File: src/rtl/riscv_ctrl_pkg.sv
// Shared types and opcode constants for the RV64I multicycle controller.
// Used by multicycle_ctrl and alu_op_decode.
package riscv_ctrl_pkg;

    typedef enum logic [3:0] {
        S_FETCH,
        S_DECODE,
        S_EXEC_R,
        S_EXEC_I,
        S_WB_ALU,
        S_ADDR,
        S_MEM_RD,
        S_WB_MEM,
        S_MEM_WR,
        S_BRANCH,
        S_JAL,
        S_LUI,
        S_HALT,
        S_TRAP
    } state_t;

    typedef enum logic [2:0] {
        ALU_ADD = 3'd0,
        ALU_SUB = 3'd1,
        ALU_AND = 3'd2,
        ALU_OR  = 3'd3,
        ALU_XOR = 3'd4,
        ALU_SLT = 3'd5
    } alu_op_t;

    typedef enum logic [2:0] {
        IT_I  = 3'b000,
        IT_S  = 3'b001,
        IT_SB = 3'b010,
        IT_UJ = 3'b011,
        IT_U  = 3'b100
    } instr_type_t;

    typedef enum logic [1:0] {
        WB_ALUOUT = 2'd0,
        WB_MDR    = 2'd1,
        WB_PC     = 2'd2,
        WB_IMM    = 2'd3
    } wb_sel_t;

    typedef enum logic [1:0] {
        PC_ALU    = 2'd0,
        PC_ALUOUT = 2'd1,
        PC_TRAP   = 2'd2
    } pc_src_t;

    localparam logic [6:0] OP_R      = 7'b0110011;
    localparam logic [6:0] OP_I      = 7'b0010011;
    localparam logic [6:0] OP_LOAD   = 7'b0000011;
    localparam logic [6:0] OP_STORE  = 7'b0100011;
    localparam logic [6:0] OP_BRANCH = 7'b1100011;
    localparam logic [6:0] OP_JAL    = 7'b1101111;
    localparam logic [6:0] OP_LUI    = 7'b0110111;
    localparam logic [6:0] OP_SYSTEM = 7'b1110011;

    function automatic instr_type_t instr_type_of(input logic [6:0] opcode);
        case (opcode)
            OP_STORE:  return IT_S;
            OP_BRANCH: return IT_SB;
            OP_JAL:    return IT_UJ;
            OP_LUI:    return IT_U;
            default:   return IT_I;
        endcase
    endfunction

endpackage

File: src/rtl/multicycle_ctrl_alu_op_decode.sv
// ALU operation decode from funct3/funct7_b5 for R- and I-type arithmetic.
// sub_en is low for I-type so that funct7_b5 cannot turn addi into a subtract.
module alu_op_decode
    import riscv_ctrl_pkg::*;
(
    input  logic [2:0] funct3,
    input  logic       funct7_b5,
    input  logic       sub_en,
    output alu_op_t    alu_op
);

    always_comb begin
        alu_op = ALU_ADD;
        case (funct3)
            3'b000:  alu_op = (sub_en && funct7_b5) ? ALU_SUB : ALU_ADD;
            3'b010:  alu_op = ALU_SLT;
            3'b100:  alu_op = ALU_XOR;
            3'b110:  alu_op = ALU_OR;
            3'b111:  alu_op = ALU_AND;
            default: alu_op = ALU_ADD;
        endcase
    end

endmodule

File: src/rtl/multicycle_ctrl.sv
// Main control FSM of the RV64I multicycle core.
// Optional illegal-opcode trap enabled by defining MULTICYCLE_CTRL_ILLEGAL_TRAP_EN.
//
// state    | meaning
// FETCH    | read instruction at PC, PC <= PC+4 on mem_ready
// DECODE   | compute branch/jump target into ALUOut, dispatch on opcode
// EXEC_R   | rs1 op rs2 into ALUOut
// EXEC_I   | rs1 op imm into ALUOut
// WB_ALU   | write ALUOut to rd
// ADDR     | rs1 + imm effective address into ALUOut
// MEM_RD   | load from ALUOut address
// WB_MEM   | write MDR to rd
// MEM_WR   | store to ALUOut address
// BRANCH   | compare rs1/rs2, conditionally load PC from ALUOut
// JAL      | link PC into rd, jump to ALUOut
// LUI      | write extended immediate to rd
// HALT     | stopped until reset
// TRAP     | EPC <= old_pc, PC <= trap vector (optional)
module multicycle_ctrl
    import riscv_ctrl_pkg::*;
#(
    parameter int unsigned MEM_WAIT_MAX = 15
`ifdef MULTICYCLE_CTRL_ILLEGAL_TRAP_EN
    , parameter logic [63:0] TRAP_VECTOR = 64'h0000_0000_0000_0100
`endif
) (
    input  logic       clock,
    input  logic       reset,
    input  logic [6:0] opcode,
    input  logic [2:0] funct3,
    input  logic       funct7_b5,
    input  logic       alu_zero,
    input  logic       mem_ready,
    output logic       pc_write,
    output logic [1:0] pc_src,
    output logic       ir_write,
    output logic       mem_rd,
    output logic       mem_wr,
    output logic       mem_addr_sel,
    output logic       reg_write,
    output logic [1:0] wb_sel,
    output logic [1:0] alu_src_a,
    output logic [1:0] alu_src_b,
    output logic [2:0] alu_op,
    output logic       aluout_write,
    output logic [2:0] instr_type,
    output logic       epc_write,
    output logic       halted,
    output logic       bus_err
);

    localparam int unsigned CW = (MEM_WAIT_MAX > 1) ? $clog2(MEM_WAIT_MAX) : 1;
    localparam logic [CW-1:0] WAIT_LAST = CW'(MEM_WAIT_MAX - 1);

    state_t        state, state_next;
    logic [CW-1:0] wait_cnt;
    logic          waiting, timeout;
    alu_op_t       alu_op_arith;

    alu_op_decode u_alu_op_decode (
        .funct3    (funct3),
        .funct7_b5 (funct7_b5),
        .sub_en    (state == S_EXEC_R),
        .alu_op    (alu_op_arith)
    );

    assign waiting = (state == S_FETCH) || (state == S_MEM_RD) || (state == S_MEM_WR);
    // Timeout fires in the MEM_WAIT_MAX-th cycle without mem_ready; a ready in that cycle still completes.
    assign timeout = (MEM_WAIT_MAX != 0) && waiting && !mem_ready && (wait_cnt == WAIT_LAST);

    always_ff @(posedge clock) begin
        if (reset) begin
            state    <= S_FETCH;
            wait_cnt <= '0;
            bus_err  <= 1'b0;
        end else begin
            state <= state_next;
            if (state_next != state)
                wait_cnt <= '0;
            else if (waiting && !mem_ready)
                wait_cnt <= wait_cnt + 1'b1;
            if (timeout)
                bus_err <= 1'b1;
        end
    end

    always_comb begin
        state_next   = state;
        pc_write     = 1'b0;
        pc_src       = PC_ALU;
        ir_write     = 1'b0;
        mem_rd       = 1'b0;
        mem_wr       = 1'b0;
        mem_addr_sel = 1'b0;
        reg_write    = 1'b0;
        wb_sel       = WB_ALUOUT;
        alu_src_a    = 2'd0;
        alu_src_b    = 2'd0;
        alu_op       = ALU_ADD;
        aluout_write = 1'b0;
        epc_write    = 1'b0;
        halted       = 1'b0;
        instr_type   = instr_type_of(opcode);

        case (state)
            S_FETCH: begin
                mem_rd    = 1'b1;
                alu_src_b = 2'd1;
                if (mem_ready) begin
                    ir_write   = 1'b1;
                    pc_write   = 1'b1;
                    state_next = S_DECODE;
                end else if (timeout) begin
                    state_next = S_HALT;
                end
            end
            S_DECODE: begin
                alu_src_a    = 2'd2;
                alu_src_b    = 2'd2;
                aluout_write = 1'b1;
                case (opcode)
                    OP_R:              state_next = S_EXEC_R;
                    OP_I:              state_next = S_EXEC_I;
                    OP_LOAD, OP_STORE: state_next = S_ADDR;
                    OP_BRANCH:         state_next = S_BRANCH;
                    OP_JAL:            state_next = S_JAL;
                    OP_LUI:            state_next = S_LUI;
                    OP_SYSTEM:         state_next = S_HALT;
`ifdef MULTICYCLE_CTRL_ILLEGAL_TRAP_EN
                    default:           state_next = S_TRAP;
`else
                    default:           state_next = S_FETCH;
`endif
                endcase
            end
            S_EXEC_R: begin
                alu_src_a    = 2'd1;
                alu_op       = alu_op_arith;
                aluout_write = 1'b1;
                state_next   = S_WB_ALU;
            end
            S_EXEC_I: begin
                alu_src_a    = 2'd1;
                alu_src_b    = 2'd2;
                alu_op       = alu_op_arith;
                aluout_write = 1'b1;
                state_next   = S_WB_ALU;
            end
            S_WB_ALU: begin
                reg_write  = 1'b1;
                state_next = S_FETCH;
            end
            S_ADDR: begin
                alu_src_a    = 2'd1;
                alu_src_b    = 2'd2;
                aluout_write = 1'b1;
                state_next   = (opcode == OP_STORE) ? S_MEM_WR : S_MEM_RD;
            end
            S_MEM_RD: begin
                mem_rd       = 1'b1;
                mem_addr_sel = 1'b1;
                if (mem_ready)    state_next = S_WB_MEM;
                else if (timeout) state_next = S_HALT;
            end
            S_WB_MEM: begin
                reg_write  = 1'b1;
                wb_sel     = WB_MDR;
                state_next = S_FETCH;
            end
            S_MEM_WR: begin
                mem_wr       = 1'b1;
                mem_addr_sel = 1'b1;
                if (mem_ready)    state_next = S_FETCH;
                else if (timeout) state_next = S_HALT;
            end
            S_BRANCH: begin
                alu_src_a  = 2'd1;
                alu_op     = ALU_SUB;
                pc_src     = PC_ALUOUT;
                pc_write   = ((funct3 == 3'b000) && alu_zero) || ((funct3 == 3'b001) && !alu_zero);
                state_next = S_FETCH;
            end
            S_JAL: begin
                reg_write  = 1'b1;
                wb_sel     = WB_PC;
                pc_write   = 1'b1;
                pc_src     = PC_ALUOUT;
                state_next = S_FETCH;
            end
            S_LUI: begin
                reg_write  = 1'b1;
                wb_sel     = WB_IMM;
                state_next = S_FETCH;
            end
            S_HALT: begin
                halted = 1'b1;
            end
`ifdef MULTICYCLE_CTRL_ILLEGAL_TRAP_EN
            S_TRAP: begin
                epc_write  = 1'b1;
                pc_write   = 1'b1;
                pc_src     = PC_TRAP;
                state_next = S_FETCH;
            end
`endif
            default: state_next = S_FETCH;
        endcase

        // Hold the datapath idle while reset is asserted, whatever state the register still shows.
        if (reset) begin
            pc_write     = 1'b0;
            pc_src       = PC_ALU;
            ir_write     = 1'b0;
            mem_rd       = 1'b0;
            mem_wr       = 1'b0;
            mem_addr_sel = 1'b0;
            reg_write    = 1'b0;
            wb_sel       = WB_ALUOUT;
            alu_src_a    = 2'd0;
            alu_src_b    = 2'd0;
            alu_op       = ALU_ADD;
            aluout_write = 1'b0;
            epc_write    = 1'b0;
            halted       = 1'b0;
            instr_type   = IT_I;
        end
    end

endmodule

File: config.mk
export PLATFORM = sky130hd
export DESIGN_NAME = multicycle_ctrl
export DESIGN_NICKNAME = d
export VERILOG_FILES = /design/src/rtl/riscv_ctrl_pkg.sv /design/src/rtl/multicycle_ctrl_alu_op_decode.sv /design/src/rtl/multicycle_ctrl.sv
export SDC_FILE = /design/constraint.sdc
export NUM_CORES = 1
export LEC_CHECK = 0
export CAP_MARGIN = 20
export CORE_MARGIN = 2
export CORE_UTILIZATION = 46
export CTS_CLUSTER_DIAMETER = 120
export CTS_CLUSTER_SIZE = 28
export DETAILED_ROUTE_END_ITERATION = 8
export GPL_ROUTABILITY_DRIVEN = 0
export GPL_TIMING_DRIVEN = 0
export PLACE_DENSITY = 0.77
export SLEW_MARGIN = 20
export SYNTH_ARGS = -nofsm -noshare
export SYNTH_HDL_FRONTEND = slang
export SYNTH_HIERARCHICAL = 1
export SYNTH_SLANG_ARGS = --single-unit
File: constraint.sdc
create_clock -name clock -period 2.6 [get_ports clock]
set_input_delay 0.65 -clock clock [delete_from_list [all_inputs] [get_ports clock]]
set_output_delay 0.65 -clock clock [all_outputs]
set_load 0.01 [all_outputs]
**Run 1: signal wires on met1**

Cells faint in the background.
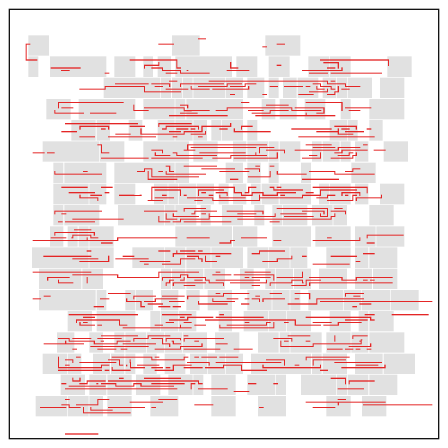
longest straight run = 15.2 um
main direction = horizontal
nets with wire on the layer = 200
share of all routed wire = 42%
wire length on this layer = 1490 um
Routed WL: 3519 um
met1 Track Usage GR: 33.72%
vias: 1396

**Run 1: metal 2**

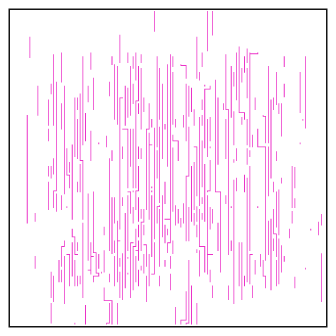
wire length on this layer = 1670 um
main direction = vertical

**Run 1: the metal 3 layer**

Cells faint in the background.
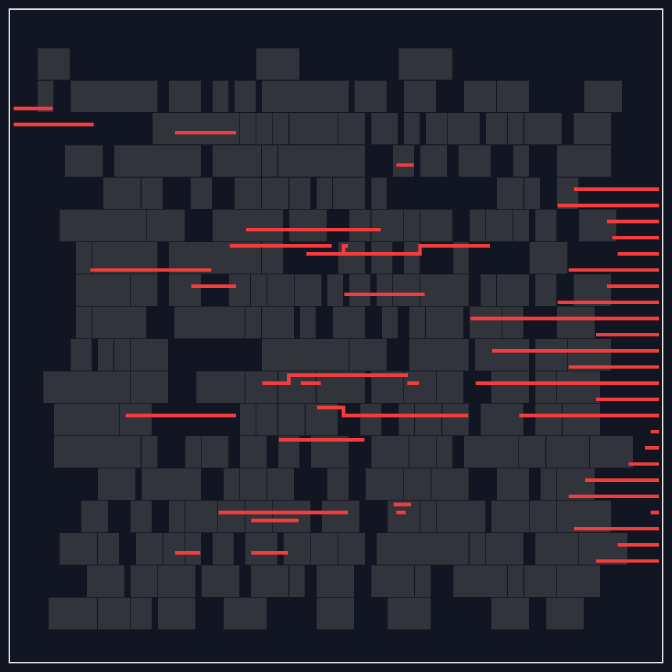
main direction = horizontal
nets with wire on the layer = 40
share of all routed wire = 8.1%
longest straight run = 15.6 um

==> results.sh, run 1 <==
# source this file to load flow results
export IMPL_status="finished clean"
export IMPL_die_width_um=54.86
export IMPL_rsz0062_at_grt="false"
export IMPL_timing_final_crit_share_pct=97.25
export IMPL_track_usage_pct=26.16
export IMPL_holdCritPathClass="reg2reg"
export IMPL_insertion_delay_ns=0.27
export IMPL_arrival_ns=1.88
export IMPL_area_growth_pct=42.59
export IMPL_critical_path_cell_chain="buf_6 > clkbuf_2 > nor2b_2 > and3_1 > clkdlybuf4s50_1"
export IMPL_drt_iter0_drc=20
export IMPL_cp_endpoint="alu_op[2]"
export IMPL_required_ns=1.95
export IMPL_ys_seq_elements=9
export IMPL_hold_path_depth=2
export IMPL_post_cts_buffers=1
export IMPL_die_y_um=54.86
export IMPL_cp_num_cells=5
export IMPL_flop_cell="dfxtp_1"
export IMPL_fillers=217
export IMPL_avgRoutedWirePerCell_um=14.48
export IMPL_hpwl_um=2661
export IMPL_clock_skew_ns=0.003420
export IMPL_critical_path_top_delay_family="buffers and inverters"
export IMPL_min_from="bus_err$_SDFFE_PP0P_"
## run 1: flip-flops by register name, summed over array words and instances, names as in the netlist
signal and cells:
bus_err 1, state 4, wait_cnt 4
## run 1: stage by stage
stage | area, um2 | total power [mW] | utilization [%] | worst slack (ns) | hold slack (ns)
CTS | 1653 | 0.3922 | 67.33 | 0.007330 | 0.4809
floorplan | 1194 | 0.2226 | - | 0.2910 | 0.5029
detailed placement | 1572 | 0.2767 | 64.02 | -0.6222 | 0.4670
global route | 1697 | 0.4149 | 69.11 | 0.003359 | 0.5255
global placement | 1572 | 0.2740 | 64.02 | -0.5888 | 0.4569
finish | 1697 | 0.3938 | 69.11 | 0.07140 | 0.4739
## run 1: area by class of cell
| class | instances | area, um2 | area share, % |
|---|---|---|---|
| timing repair buffer | 36 | 344.1 | 20.28 |
| buffer | 15 | 136.4 | 8.038 |
| sequential | 9 | 180.2 | 10.62 |
| clock buffer | 4 | 26.28 | 1.549 |
| multi-input combinational | 144 | 953.4 | 56.19 |
| inverter | 5 | 18.77 | 1.106 |
| tap | 30 | 37.54 | 2.212 |
## run 1: layer usage
layer | routed length [um] | track usage (%) | up-vias | part of all wire [%]
li1 | - | - | 710 | -
met1 | 1486 | 33.72 | 614 | 42
met2 | 1671 | 42.66 | 63 | 47
met3 | 286 | 4.098 | 9 | 8.1
met4 | 75 | 11.25 | 0 | 2.1
met5 | 0 | 0 | - | 0
## run 1: where the power goes
| part | total, mW | internal [mW] | switching (mW) |
|---|---|---|---|
| clock network | 0.113 | 0.0595 | 0.0540 |
| registers | 0.143 | 0.141 | 0.00261 |
| logic | 0.137 | 0.0638 | 0.0731 |
| total | 0.394 | 0.264 | 0.130 |
--- run 2 (diff from run 1) ---
CAP_MARGIN = unset   (was 20)
CORE_UTILIZATION = 60   (was 46)
DONT_BUFFER_PORTS = 1   (was unset)
PLACE_DENSITY = 0.73   (was 0.77)
REMOVE_ABC_BUFFERS = 1   (was unset)
**Run 2: track usage over the die**

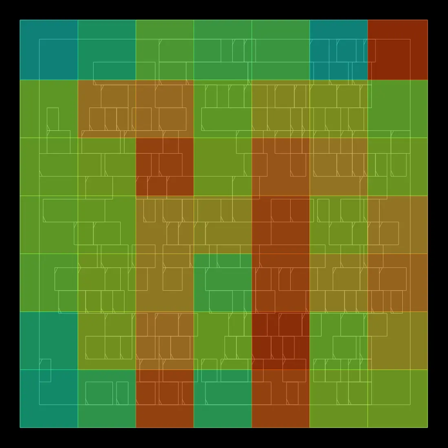
WL/cell: 14.76 um
GRT met2 Usage: 41.44%

**Run 2: pin map**

Pins as bars across the die edge, other pins in gray.
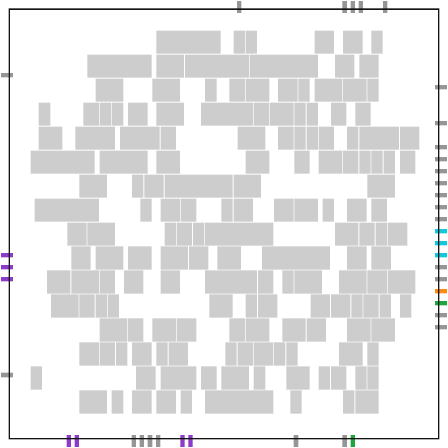
cyan -> alu_op  # pins 3, direction output, edge right
purple -> opcode  # pins 7, direction input, edge 4 bottom, 3 left
orange -> alu_zero  # pins 1, direction input, edge right
green -> alu_src_a  # pins 2, direction output, edge 1 bottom, 1 right
Die W: 48.53 um
IO buf count: 0
Die H: 48.53 um

==> run 2 against run 1 <==
Count of clock-buffer cells in the layout did not move. Total power fell by 17%. Clock skew barely moved. Worst setup slack improved by 0.066 ns. Utilization fell by 8.0 points. Sequential power rose by 4%. Non-clock buffer count fell by 51. Flip-flop count did not move. Critical path type unchanged.
==> results.sh, run 2 <==
# source this file to load flow results
export IMPL_p_seq_share_pct=45.7
export IMPL_placed_area_um2=1136
export IMPL_pg_clk_mw=0.109
export IMPL_met3_usage_pct=6.790
export IMPL_p_seq_mw=0.149
export IMPL_inv_count=5
export IMPL_cp_endpoint="mem_addr_sel"
export IMPL_insertion_delay_ns=0.26
export IMPL_hpwl_um=2007
export IMPL_flop_cell="dfxtp_1"
export IMPL_p_sw_mw=0.09502
export IMPL_seq_share_pct=15.78
export IMPL_area_dominant_class="logic gates"
export IMPL_clkCellAreaFrac_pct=2.239
export IMPL_grt_max_degree=22
export IMPL_xor_share_pct=4.416
export IMPL_area_growth_pct=-1.367
export IMPL_clock_skew_ns=0.003149
export IMPL_met1_usage_pct=29.48
export IMPL_nWellTaps=27
export IMPL_p_sw_share_pct=29.11
export IMPL_grt_busiest_layer="met2"
export IMPL_reg_largest_list="state: 4 flops, wait_cnt: 4 flops, bus_err: 1 flops"
export IMPL_maxPowerGroup="sequential cells"
export IMPL_combGateArea_um2=909.6
export IMPL_flop_count=9
export IMPL_p_int_mw=0.2314
export IMPL_buffer_area_share_pct=0
export IMPL_seqCellArea_um2=185.2
export IMPL_required_ns=1.95
export IMPL_rsz0062_at_grt="false"
export IMPL_drt_total_wl_um=2790
export IMPL_comb_area_share_pct=77.51
export IMPL_pwr_share_comb_pct=20.9
export IMPL_num_vias=1199
export IMPL_pwr_share_clk_pct=33.4
export IMPL_status="finished clean"
export IMPL_comb_cells=144
export IMPL_ys_seq_elements=9
export IMPL_track_usage_pct=23.71
export IMPL_num_nonclk_buffers=0
## run 2: netlist changes by cell type in the layout (fill, tap and decap cells not counted), sizes merged
cell | previous run | this run
buf | 12 | 0
clkbuf | 10 | 4
clkdlybuf4s15 | 2 | 0
clkdlybuf4s50 | 10 | 0
dlygate4sd1 | 1 | 0
dlygate4sd2 | 15 | 0
dlymetal6s2s | 5 | 0
## run 2: how the worst min path moves through the flow
stage,startpoint,end,slack (ns),cells past startpoint
floorplan,bus_err$_SDFFE_PP0P_,bus_err$_SDFFE_PP0P_,0.50,2
global placement,bus_err$_SDFFE_PP0P_,bus_err$_SDFFE_PP0P_,0.53,2
global route,reset,state[2]$_SDFF_PP0_,0.43,1
detailed placement,bus_err$_SDFFE_PP0P_,bus_err$_SDFFE_PP0P_,0.53,2
CTS,reset,state[0]$_SDFF_PP0_,0.44,1
finish,reset,state[2]$_SDFF_PP0_,0.45,1
## run 2: timing repair
item                                    4_1_cts  5_1_grt
buffers inserted                              0        0
gates resized                                 3        2
endpoints found under the setup margin        3        3
## run 2: through the flow
stage	power [mW]	hold WS (ns)	util, %	setup WS, ns	std cells
after detailed placement	0.2196	0.5307	59.11	0.1882	185
after global routing	0.3492	0.4253	61.07	0.03020	189
after global placement	0.2180	0.5268	59.11	0.1927	185
after floorplan	0.2086	0.5029	-	0.4029	158
after CTS	0.3324	0.4359	60.94	0.07539	189
final	0.3264	0.4459	61.07	0.1375	189
## run 2: per-layer routing
metal  share of wire [%]  routed length, um
met5                   0                  0
met2                  47               1309
met3                 7.6                213
met1                  45               1254
met4                0.43                 12
## run 2: critical path, stage by stage, from the launching register on
cell	delay, ns
dfxtp_2	0.54
inv_1	0.20
or3_1	0.37
a211oi_1	0.44
**Run 2: the metal 3 layer**

Cells faint in the background.
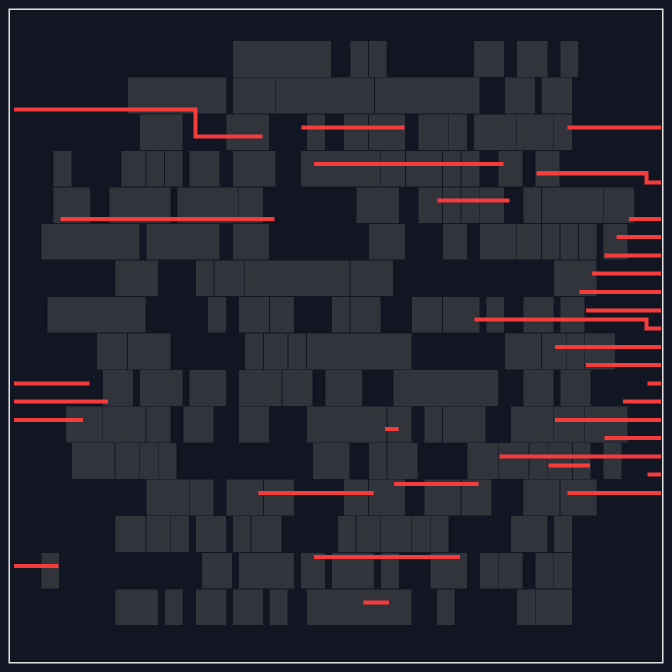

--- run 3 (diff from run 2) ---
ABC_CLOCK_PERIOD_IN_PS = 2300   (was unset)
CORE_MARGIN = 5   (was 2)
clock period = 2.3 ns   (was 2.6 ns; I/O delays follow)
**Run 3: the metal 3 layer**

Cells faint in the background.
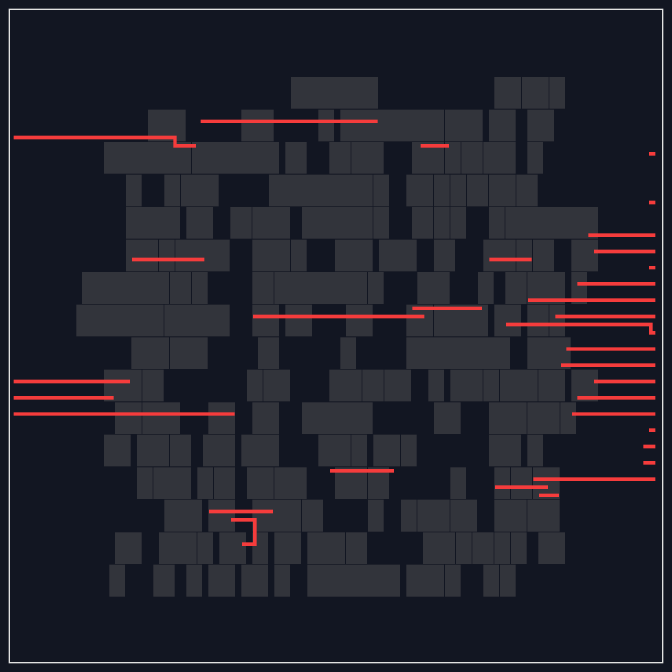
main direction = horizontal
longest straight run = 18.2 um
share of all routed wire = 7.0%
nets with wire on the layer = 29

**Run 3: signal wires on met1**

Cells faint in the background.
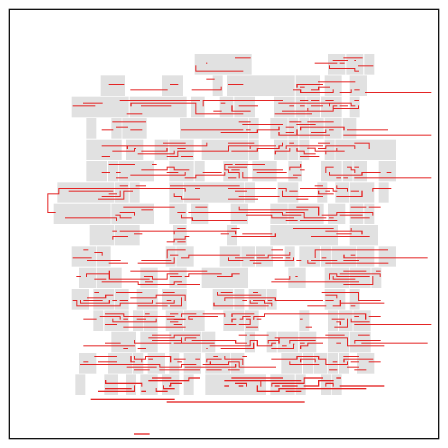
nets with wire on the layer = 161
longest straight run = 17.5 um
wire length on this layer = 1320 um
main direction = horizontal
share of all routed wire = 44%
Routed WL: 2967 um
met1 Track Usage GR: 25.70%

==> run 3 against run 2 <==
Routed wire length rose by 6.3%. Cell area rose by 2.2%. Via count rose by 1.5%. Critical path type unchanged.
==> results.sh, run 3 <==
# source this file to load flow results
export IMPL_status="finished clean"
export IMPL_ys_sh_simple_pct=44.27
export IMPL_portBuffers=0
export IMPL_drt_iter0_drc=33
export IMPL_critical_path_cell_chain="inv_1 > or3_1 > a211oi_2"
export IMPL_rsz0062_at_grt="false"
export IMPL_topCellsByArea="dfxtp_1 (15%), nor2_1 (7.6%), a21oi_1 (5.0%), nand2_1 (4.4%), nor4_1 (4.2%)"
export IMPL_timing_final_crit_share_pct=96.54
export IMPL_track_usage_pct=21.48
export IMPL_avgRoutedWirePerCell_um=15.70
export IMPL_xor_share_pct=4.416
export IMPL_vias_per_cell=6.439
export IMPL_num_vias=1217
export IMPL_clock_skew_ns=0.009768
export IMPL_insertion_delay_ns=0.27
export IMPL_min_from="reset"
export IMPL_cp_num_cells=3
export IMPL_die_width_um=54.53
export IMPL_cp_endpoint="mem_addr_sel"
export IMPL_seqCellArea_um2=192.7
export IMPL_required_ns=1.73
export IMPL_finalHoldViolCount=0
export IMPL_ys_seq_elements=9
export IMPL_hpwl_um=2170
export IMPL_stdcell_count=189
export IMPL_slowest_delay_ns=0.48
export IMPL_holdWs_ns=0.3604
export IMPL_dpl_cell_count=185
export IMPL_reg_largest_list="state: 4 flops, wait_cnt: 4 flops, bus_err: 1 flops"
export IMPL_critical_path_top_delay_family="flip-flops"
export IMPL_flop_cell="dfxtp_1"
export IMPL_cp_slowest_cell="dfxtp_4"
export IMPL_area_growth_pct=0.8412
export IMPL_die_y_um=54.53
export IMPL_grt_max_degree=22
export IMPL_critPathBufInv=1
export IMPL_total_power_mw=0.3734
export IMPL_arrival_ns=1.65
run 3: power breakdown:
part	internal, mW	switching, mW
Combinational	0.0360	0.0434
Clock	0.0671	0.0610
Sequential	0.157	0.00939
Total	0.260	0.114
run 3: how the worst min path moves through the flow:
stage                           endpoint  cells past startpoint  slack (ns)
global route         state[3]$_SDFF_PP0_                      1        0.35
detailed placement  bus_err$_SDFFE_PP0P_                      2        0.54
finish               state[3]$_SDFF_PP0_                      1        0.36
global placement    bus_err$_SDFFE_PP0P_                      2        0.53
CTS                  state[3]$_SDFF_PP0_                      1        0.35
floorplan           bus_err$_SDFFE_PP0P_                      2        0.50
run 3: what timing repair did:
item	4_1_cts	5_1_grt
gates cloned	0	0
gates resized	8	3
setup endpoints to repair	15	4
run 3: routing by layer:
metal | GRT usage [%] | wire length (um) | vias to the layer above
met5 | 0 | 0 | -
met3 | 6.267 | 209 | 4
met1 | 25.70 | 1320 | 569
met4 | 4.149 | 25 | 0
met2 | 37.85 | 1412 | 43
li1 | - | - | 601
run 3: final cells by class:
type | count | area share (%)
Clock buffer | 4 | 2.190
Sequential cell | 9 | 16.06
Inverter | 5 | 1.564
Tap cell | 27 | 2.815
Multi-Input combinational cell | 144 | 77.37
run 3: metrics by stage:
stage	setup slack [ns]	cell area (um2)	util (%)
2_1_floorplan	0.1779	1102	-
6_report	0.07953	1200	62.43
4_1_cts	0.05486	1184	61.59
3_5_place_dp	-0.1386	1136	59.11
3_3_place_gp	-0.05230	1136	59.11
5_1_grt	0.008915	1200	62.43
run 3: cells by family (layout without fill, tap and decap cells):
logic type | after synthesis | in the layout
compound gates | 42 | 42
flops | 9 | 9
buf+inv | 20 | 9
xor+xnor | 6 | 6
other cells | 1 | 2
fa+ha+maj | 2 | 2
simple gates | 92 | 92
Power is estimated from default activity; no workload was simulated.
